Supply network:
(4 px per um) Pins as bars on the die edge.
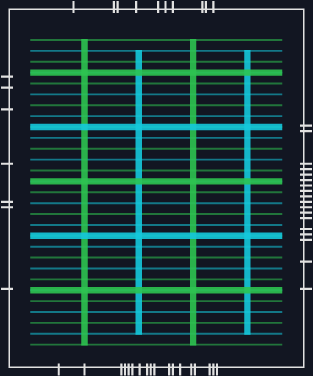
Signal wires by layer:
(4 px per um) Two of the layers only.
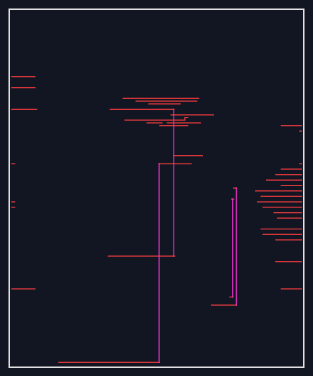
Placed standard cells:
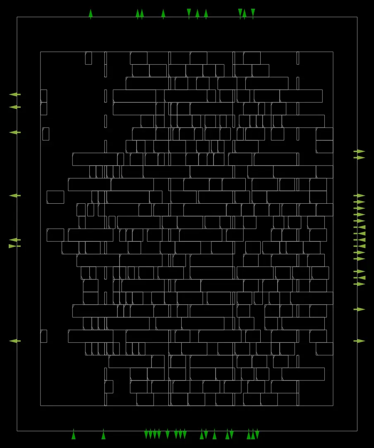
Clock network drawn from the DEF:
(6 px per um)
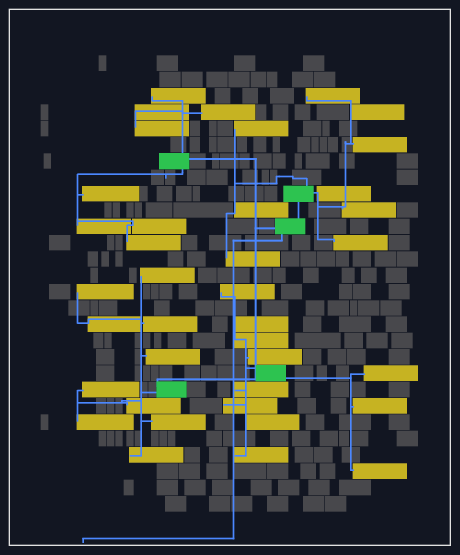
Placed cells, one colour a class:
(3 px per um) Fill, decap, tap and diode cells in grey.
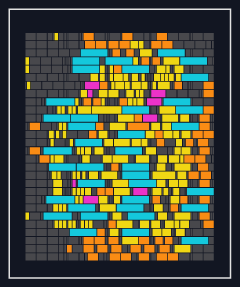
**config.mk**
```make
export PLATFORM = sky130hd
export DESIGN_NAME = special_item_placer_flat
export DESIGN_NICKNAME = d
export VERILOG_FILES = /design/src/rtl/special_item_placer_if.sv /design/src/rtl/special_item_placer.sv /design/src/flat_wrapper.sv
export SDC_FILE = /design/constraint.sdc
export NUM_CORES = 1
export LEC_CHECK = 0
export ABC_AREA = 0
export CORE_ASPECT_RATIO = 1.25
export CORE_MARGIN = 5
export CORE_UTILIZATION = 43
export CTS_CLUSTER_DIAMETER = 60
export DETAILED_ROUTE_END_ITERATION = 16
export PLACE_DENSITY = 0.73
export SLEW_MARGIN = 10
export SYNTH_ARGS = -nofsm -noshare
export SYNTH_HDL_FRONTEND = slang
export SYNTH_SLANG_ARGS = --single-unit
export TNS_END_PERCENT = 5
```
**constraint.sdc**
```tcl
create_clock -name clk -period 2.3 [get_ports clk]
set_clock_uncertainty 0.05 [all_clocks]
set_input_delay 0.46 -clock clk [delete_from_list [all_inputs] [get_ports clk]]
set_output_delay 0.46 -clock clk [all_outputs]
set_load 0.02 [all_outputs]
```
**src/rtl/special_item_placer_if.sv**
```systemverilog
// Signal bundle between the special item placer, the maze wall RAM, the player
// tracker and the special-box draw stage.
interface special_item_placer_if;
  logic       start;
  logic [4:0] playerX;
  logic [4:0] playerY;
  logic       playerMoved;
  logic [8:0] mazeAddr;
  logic       mazeWall;
  logic [4:0] xPlus;
  logic [4:0] yPlus;
  logic [4:0] xMinus;
  logic [4:0] yMinus;
  // drawSpecial is a request that stays high until done is sampled high while
  // drawing; the request drops the cycle after that sample, and done is ignored otherwise.
  logic       drawSpecial;
  logic       done;
  logic       plusHit;
  logic       minusHit;
  logic       busy;
  logic [3:0] state_dbg;

  modport slave (
    input  start, playerX, playerY, playerMoved, mazeWall, done,
    output mazeAddr, xPlus, yPlus, xMinus, yMinus, drawSpecial,
           plusHit, minusHit, busy, state_dbg
  );

  modport master (
    output start, playerX, playerY, playerMoved, mazeWall, done,
    input  mazeAddr, xPlus, yPlus, xMinus, yMinus, drawSpecial,
           plusHit, minusHit, busy, state_dbg
  );
endinterface

```
**src/rtl/special_item_placer.sv**
```systemverilog
// Places the plus/minus special items on open maze cells from an LFSR sequence,
// hands them to the draw stage, then reports when the player steps on one.
module special_item_placer #(
  parameter int         GRID_W    = 16,
  parameter int         GRID_H    = 16,
  parameter int         EXIT_X    = 15,
  parameter int         EXIT_Y    = 15,
  parameter logic [7:0] LFSR_SEED = 8'hA5
) (
  input  logic                  clk,
  input  logic                  resetn,
  special_item_placer_if.slave  bus
);

  typedef enum logic [3:0] {
    S_IDLE   = 4'd0,
    S_PICK_P = 4'd1,
    S_READ_P = 4'd2,
    S_CHK_P  = 4'd3,
    S_PICK_M = 4'd4,
    S_READ_M = 4'd5,
    S_CHK_M  = 4'd6,
    S_DRAW   = 4'd7,
    S_ARMED  = 4'd8
  } state_t;

  localparam logic [4:0] GRID_W5 = 5'(GRID_W);
  localparam logic [4:0] GRID_H5 = 5'(GRID_H);
  localparam logic [4:0] EXIT_X5 = 5'(EXIT_X);
  localparam logic [4:0] EXIT_Y5 = 5'(EXIT_Y);
  localparam logic [8:0] GRID_W9 = 9'(GRID_W);

  state_t     state_q, state_d;
  logic [7:0] lfsr_q, lfsr_d;
  logic [4:0] cx_q, cx_d;
  logic [4:0] cy_q, cy_d;
  logic [4:0] x_plus_q, x_plus_d;
  logic [4:0] y_plus_q, y_plus_d;
  logic [4:0] x_minus_q, x_minus_d;
  logic [4:0] y_minus_q, y_minus_d;
  logic       draw_q, draw_d;
  logic       plus_hit_q, plus_hit_d;
  logic       minus_hit_q, minus_hit_d;
  logic       busy_q, busy_d;

  logic [7:0] lfsr_next;
  logic       cand_ok;
  logic       on_plus;
  logic       on_minus;

  always_comb begin
    lfsr_next = lfsr_q[0] ? ({1'b0, lfsr_q[7:1]} ^ 8'hB8) : {1'b0, lfsr_q[7:1]};
    // Basic rejection shared by both items; the minus check adds the plus cell.
    cand_ok = !((cx_q >= GRID_W5) || (cy_q >= GRID_H5) || bus.mazeWall ||
                ((cx_q == bus.playerX) && (cy_q == bus.playerY)) ||
                ((cx_q == EXIT_X5) && (cy_q == EXIT_Y5)));
    on_plus  = (bus.playerX == x_plus_q)  && (bus.playerY == y_plus_q);
    on_minus = (bus.playerX == x_minus_q) && (bus.playerY == y_minus_q);

    state_d     = state_q;
    lfsr_d      = lfsr_q;
    cx_d        = cx_q;
    cy_d        = cy_q;
    x_plus_d    = x_plus_q;
    y_plus_d    = y_plus_q;
    x_minus_d   = x_minus_q;
    y_minus_d   = y_minus_q;
    plus_hit_d  = 1'b0;
    minus_hit_d = 1'b0;

    if (bus.start) begin
      state_d = S_PICK_P;
    end else begin
      case (state_q)
        S_IDLE: ;
        S_PICK_P, S_PICK_M: begin
          cx_d    = {1'b0, lfsr_q[3:0]};
          cy_d    = {1'b0, lfsr_q[7:4]};
          lfsr_d  = lfsr_next;
          state_d = (state_q == S_PICK_P) ? S_READ_P : S_READ_M;
        end
        S_READ_P: state_d = S_CHK_P;
        S_READ_M: state_d = S_CHK_M;
        S_CHK_P: begin
          if (cand_ok) begin
            x_plus_d = cx_q;
            y_plus_d = cy_q;
            state_d  = S_PICK_M;
          end else begin
            state_d = S_PICK_P;
          end
        end
        S_CHK_M: begin
          if (cand_ok && !((cx_q == x_plus_q) && (cy_q == y_plus_q))) begin
            x_minus_d = cx_q;
            y_minus_d = cy_q;
            state_d   = S_DRAW;
          end else begin
            state_d = S_PICK_M;
          end
        end
        S_DRAW: begin
          if (bus.done) state_d = S_ARMED;
        end
        S_ARMED: begin
          if (bus.playerMoved) begin
            if (on_plus) begin
              plus_hit_d = 1'b1;
              state_d    = S_PICK_P;
            end else if (on_minus) begin
              minus_hit_d = 1'b1;
              state_d     = S_PICK_P;
            end
          end
        end
        default: state_d = S_IDLE;
      endcase
    end

    // Outputs follow the next state so they line up with the registered state.
    draw_d = (state_d == S_DRAW);
    busy_d = (state_d != S_IDLE) && (state_d != S_ARMED);
  end

  always_ff @(posedge clk or negedge resetn) begin
    if (!resetn) begin
      state_q     <= S_IDLE;
      lfsr_q      <= LFSR_SEED;
      cx_q        <= '0;
      cy_q        <= '0;
      x_plus_q    <= '0;
      y_plus_q    <= '0;
      x_minus_q   <= '0;
      y_minus_q   <= '0;
      draw_q      <= 1'b0;
      plus_hit_q  <= 1'b0;
      minus_hit_q <= 1'b0;
      busy_q      <= 1'b0;
    end else begin
      state_q     <= state_d;
      lfsr_q      <= lfsr_d;
      cx_q        <= cx_d;
      cy_q        <= cy_d;
      x_plus_q    <= x_plus_d;
      y_plus_q    <= y_plus_d;
      x_minus_q   <= x_minus_d;
      y_minus_q   <= y_minus_d;
      draw_q      <= draw_d;
      plus_hit_q  <= plus_hit_d;
      minus_hit_q <= minus_hit_d;
      busy_q      <= busy_d;
    end
  end

  assign bus.mazeAddr    = ({4'b0, cy_q} * GRID_W9) + {4'b0, cx_q};
  assign bus.xPlus       = x_plus_q;
  assign bus.yPlus       = y_plus_q;
  assign bus.xMinus      = x_minus_q;
  assign bus.yMinus      = y_minus_q;
  assign bus.drawSpecial = draw_q;
  assign bus.plusHit     = plus_hit_q;
  assign bus.minusHit    = minus_hit_q;
  assign bus.busy        = busy_q;
  assign bus.state_dbg   = state_q;

endmodule
```
**src/flat_wrapper.sv**
```systemverilog
// flat-port wrapper written by rule: the top's interface ports become plain ports
module special_item_placer_flat 
#(
  parameter int         GRID_W    = 16,
  parameter int         GRID_H    = 16,
  parameter int         EXIT_X    = 15,
  parameter int         EXIT_Y    = 15,
  parameter logic [7:0] LFSR_SEED = 8'hA5
)
  (clk, resetn, bus_start, bus_playerX, bus_playerY, bus_playerMoved, bus_mazeWall, bus_done, bus_mazeAddr, bus_xPlus, bus_yPlus, bus_xMinus, bus_yMinus, bus_drawSpecial, bus_plusHit, bus_minusHit, bus_busy, bus_state_dbg);
  special_item_placer_if bus_i ();
  input  logic clk;
  input  logic resetn;
  input wire logic [$bits(bus_i.start)-1:0] bus_start;
  input wire logic [$bits(bus_i.playerX)-1:0] bus_playerX;
  input wire logic [$bits(bus_i.playerY)-1:0] bus_playerY;
  input wire logic [$bits(bus_i.playerMoved)-1:0] bus_playerMoved;
  input wire logic [$bits(bus_i.mazeWall)-1:0] bus_mazeWall;
  input wire logic [$bits(bus_i.done)-1:0] bus_done;
  output wire logic [$bits(bus_i.mazeAddr)-1:0] bus_mazeAddr;
  output wire logic [$bits(bus_i.xPlus)-1:0] bus_xPlus;
  output wire logic [$bits(bus_i.yPlus)-1:0] bus_yPlus;
  output wire logic [$bits(bus_i.xMinus)-1:0] bus_xMinus;
  output wire logic [$bits(bus_i.yMinus)-1:0] bus_yMinus;
  output wire logic [$bits(bus_i.drawSpecial)-1:0] bus_drawSpecial;
  output wire logic [$bits(bus_i.plusHit)-1:0] bus_plusHit;
  output wire logic [$bits(bus_i.minusHit)-1:0] bus_minusHit;
  output wire logic [$bits(bus_i.busy)-1:0] bus_busy;
  output wire logic [$bits(bus_i.state_dbg)-1:0] bus_state_dbg;
  assign bus_i.start = bus_start;
  assign bus_i.playerX = bus_playerX;
  assign bus_i.playerY = bus_playerY;
  assign bus_i.playerMoved = bus_playerMoved;
  assign bus_i.mazeWall = bus_mazeWall;
  assign bus_i.done = bus_done;
  assign bus_mazeAddr = bus_i.mazeAddr;
  assign bus_xPlus = bus_i.xPlus;
  assign bus_yPlus = bus_i.yPlus;
  assign bus_xMinus = bus_i.xMinus;
  assign bus_yMinus = bus_i.yMinus;
  assign bus_drawSpecial = bus_i.drawSpecial;
  assign bus_plusHit = bus_i.plusHit;
  assign bus_minusHit = bus_i.minusHit;
  assign bus_busy = bus_i.busy;
  assign bus_state_dbg = bus_i.state_dbg;
  special_item_placer #(.GRID_W(GRID_W), .GRID_H(GRID_H), .EXIT_X(EXIT_X), .EXIT_Y(EXIT_Y), .LFSR_SEED(LFSR_SEED)) u_core (.clk(clk), .resetn(resetn), .bus(bus_i));
endmodule
```
==> changes_impl.md <==
## Implementation

- Iter 0 DRT Violations: 63
- OpenROAD warnings: 27
- Final hold violations: 0
- Synth flops: 38
- Critical path's slowest cell: a2111o_1
- Drc violations: 0
- Critical Path End: u_core.bus.busy
- First-pass GRT wire length: 8420 um
- Synth top area cells: dfrtp_1 40%, xor2_1 12%, mux2_4 11%
- Relative max-transition margin: 44.2%
- Share of cells above drive strength 1: 23.4%
- IO buf count: 47
- Crit path cell chain: clkdlybuf4s50_1 > buf_4 > xor2_1 > nor4_1 > nand4_1 > a2111o_1 > o2111ai_1
- Startpoint types: input pin
- Int Power: 1.85 mW
- Async SR Flop Fraction: 100%
- Synth top area share: 39.5%
- Detailed Routing Iterations Pass 1: 4
- Gate power share: 47.5%
- Syn Inst Count: 200
- Status: complete, no violations
- Vias per std cell: 5.08
- Reg2reg start: u_core.bus.xPlus[3]
- Measured slew at the worst slew-check pin: 0.836 ns
- Switching Power: 1.20 mW
- CTS clock-pin slew for the worst setup and hold paths: 0.07 ns
- RSZ-0062 raised after global routing: true
- Post-DP HPWL: 3900 um
- Die width: 73.3 um
- R2R Path End: u_core.bus.xMinus[1]
- Main synth FF type: dfrtp_1
- Achievable Freq: 0.458 GHz
- Layout overhead on the synthesized area: 35.2%
- Clock Sinks: 38
- Critical Path RT: 2.44 ns
- Synth Cell Area: 2150 um^2
- Count of library flops with an enable pin: 0
- Kind of critical path: in -> reg
- Sw frac: 39.4%
- Mean Syn Cell Area: 10.8 um^2
- Gr ovfl total: 0
- Root Driver: clkbuf_8
- Flop pwr share: 37.1%
- Init Core Util: 44.8%
- Reg2Reg Setup Slack: 0.15 ns
- Maximum number of pins on one net before global-route repair: 39
- Top Ports: 53
- Die Height: 89.1 um
- Synth top cells by count: 38 x nand2_1, 34 x dfrtp_1, 30 x xor2_1
- Post-layout period usage: 94.9%
- Hold_buf cts: 0
- Yosys chip area: 2150 um^2
- Yosys cell count: 200
- Vias in the first global route: 1728
- Post-CTS Setup Bufs: 0
- RePlAce Congestion: 0.766
- Post-layout min period: 2.18 ns
- Yosys top cell by instances: nand2_1
- Unique masters post-synth: 39
- Antenna viol nets, final: 0
- Critical Path AT: 2.33 ns
- Worst R2R Path Depth: 7
- Hold crit path type: in -> async
- H-tree levels: 2
- Tot Pwr: 3.05 mW
- N_diodes: 0
- Fin nets: 284
- Setup violators final: 0
- Leak Pwr: 1.36 nW
- Die Area: 6530 um^2
- Fin. max-slew vios: 0
- Initial antenna violation count: 0
- CTS buffer count: 5
- Max clock buf depth: 2
- Seq/Total Area, Yosys: 44.4%
- Cell type with the largest total area: dfrtp_1
- Total number of yosys warnings: 0
- P per Cell Area: 1050 nW/um^2
- CP Launch Point: bus_playerY[3]
- CP Max Fanout: 3
- CP endpoint kind: flop
- Maxcap violations: 0
- Max incr delay on CP: 0.49 ns
- CTS tree: done
Notes on 'supply network' above:
legend:
  VSS:
    colour: green
  VDD:
    colour: cyan
met4 straps: 4
rows: 28
VDD IR max: 0.510 mV
Core ar.: 4800 um^2

Notes on 'signal wires by layer' above:
legend:
  met3:
    colour: red
    wire_length: 317 um
  met4:
    colour: magenta
    wire_length: 140 um
routed wire length: 5180 um
WL/cell: 15.8 um
via count: 1672
GRT Util Overall: 17.3%

Notes on 'placed standard cells' above:
post-layout util: 60.6%
Layout Cells excl Fill: 329
number of cell rows: 28

Notes on 'clock network drawn from the DEF' above:
legend:
  flip-flops:
    colour: yellow
    count: 38
  clock wires:
    colour: blue
    length: 484 um
  cells driving clock nets:
    colour: green
    count: 5
routed clock nets: 6
Worst-Skew Late Latency: 0.29 ns
Clock Power Share: 15.3%
clock group total power: 0.467 mW

Notes on 'placed cells, one colour a class' above:
legend:
  other buffers and delay cells:
    colour: orange
    cells: 74
  clock drivers and dummy loads:
    colour: magenta
    cells: 8
  all other logic:
    colour: yellow
    cells: 149
  flip-flops:
    colour: cyan
    cells: 38
final instance area: 2910 um^2
fraction of area in registers: 32.8%

-- worst max-delay path: cells and delay by family --
kind            cells  cell delay, ns
compound gates      2            0.62
xor+xnor            1            0.16
buf+inv             2            0.61
simple gates        2            0.47
-- cells by family (layout without fill, tap and decap cells) --
kind of cell / after synthesis / in the layout / share of synthesized area, %
buffers and inverters: 20 / 85 / 6.28
AOI/OAI and AO/OA: 17 / 17 / 6.05
muxes: 16 / 16 / 11.2
DFF: 38 / 38 / 44.4
and+or+nand+nor: 72 / 72 / 17.3
xor gates and xnor gates: 36 / 36 / 14.7
other: 1 / 5 / 0.174
-- final cells by class --
type	instances	area [um^2]
Fill cell	414	1890
Multi-Input combinational cell	146	1100
Sequential cell	38	956
Timing Repair Buffer	74	681
Clock buffer	7	86.3
Tap cell	60	75.1
Inverter	3	11.3
Clock inverter	1	5.00
-- state kept, by name (all words and copies together), names as in the netlist --
| name | cells |
|---|---|
| u_core.lfsr_q | 8 |
| u_core.bus.state_dbg | 4 |
| u_core.bus.xMinus | 4 |
| u_core.bus.xPlus | 4 |
| u_core.bus.yMinus | 4 |
| u_core.bus.yPlus | 4 |
| u_core.cx_q | 3 |
| u_core.cy_q | 3 |
| u_core.bus.busy | 1 |
| u_core.bus.drawSpecial | 1 |
| u_core.bus.minusHit | 1 |
| u_core.bus.plusHit | 1 |
-- power groups by stage --
stage	clock, mW	sequential (mW)	combinational, mW
2_1_floorplan	0	1.24	0.685
3_3_place_gp	0	1.14	1.39
3_5_place_dp	0	1.15	1.40
4_1_cts	0.476	1.13	1.41
5_1_grt	0.507	1.16	1.58
6_report	0.467	1.13	1.45
-- layer usage --
layer / GRT usage, % / routed length (um) / vias to the layer above
li1: - / - / 810
met1: 21.5 / 2190 / 797
met4: 8.39 / 140 / 0
met3: 4.39 / 317 / 9
met2: 27.7 / 2540 / 56
met5: 0 / 0 / -
-- per-stage QoR --
step | TNS [ns] | cell area [um^2] | worst slack, ns | cells | hold WS, ns
after floorplan | 0 | 2170 | 0.242 | 204 | 0.114
after global routing | -0.0241 | 2910 | -0.0241 | 329 | 0.293
after detailed placement | -3.98 | 2800 | -0.294 | 321 | 0.400
final | 0 | 2910 | 0.117 | 329 | 0.222
after global placement | -3.26 | 2800 | -0.233 | 321 | 0.398
after CTS | 0 | 2890 | 0.0108 | 329 | 0.247
-- layout by cell type, fill, tap and decap left out, types with 2 or more instances in the layout --
| cell type | instances |
|---|---|
| a21oi_1 | 3 |
| nand2_1 | 38 |
| dfrtp_1 | 34 |
| xor2_1 | 30 |
| clkdlybuf4s50_1 | 46 |
| clkbuf_8 | 6 |
| nor4_1 | 4 |
| buf_4 | 26 |
| nand4_1 | 5 |
| o21ai_0 | 4 |
| dfstp_2 | 4 |
| conb_1 | 5 |
| nor2_1 | 5 |
| nand3_1 | 2 |
| and3_1 | 2 |
| inv_1 | 3 |
| mux2_4 | 16 |
| nor3_2 | 2 |
| nor3_1 | 5 |
| xnor2_1 | 6 |
-- what timing repair did --
action	in CTS	in global routing
resized	0	3
endpoints found under the hold margin	0	0
endpoints found under the setup margin	0	17
Power and IR drop assume default switching activity.
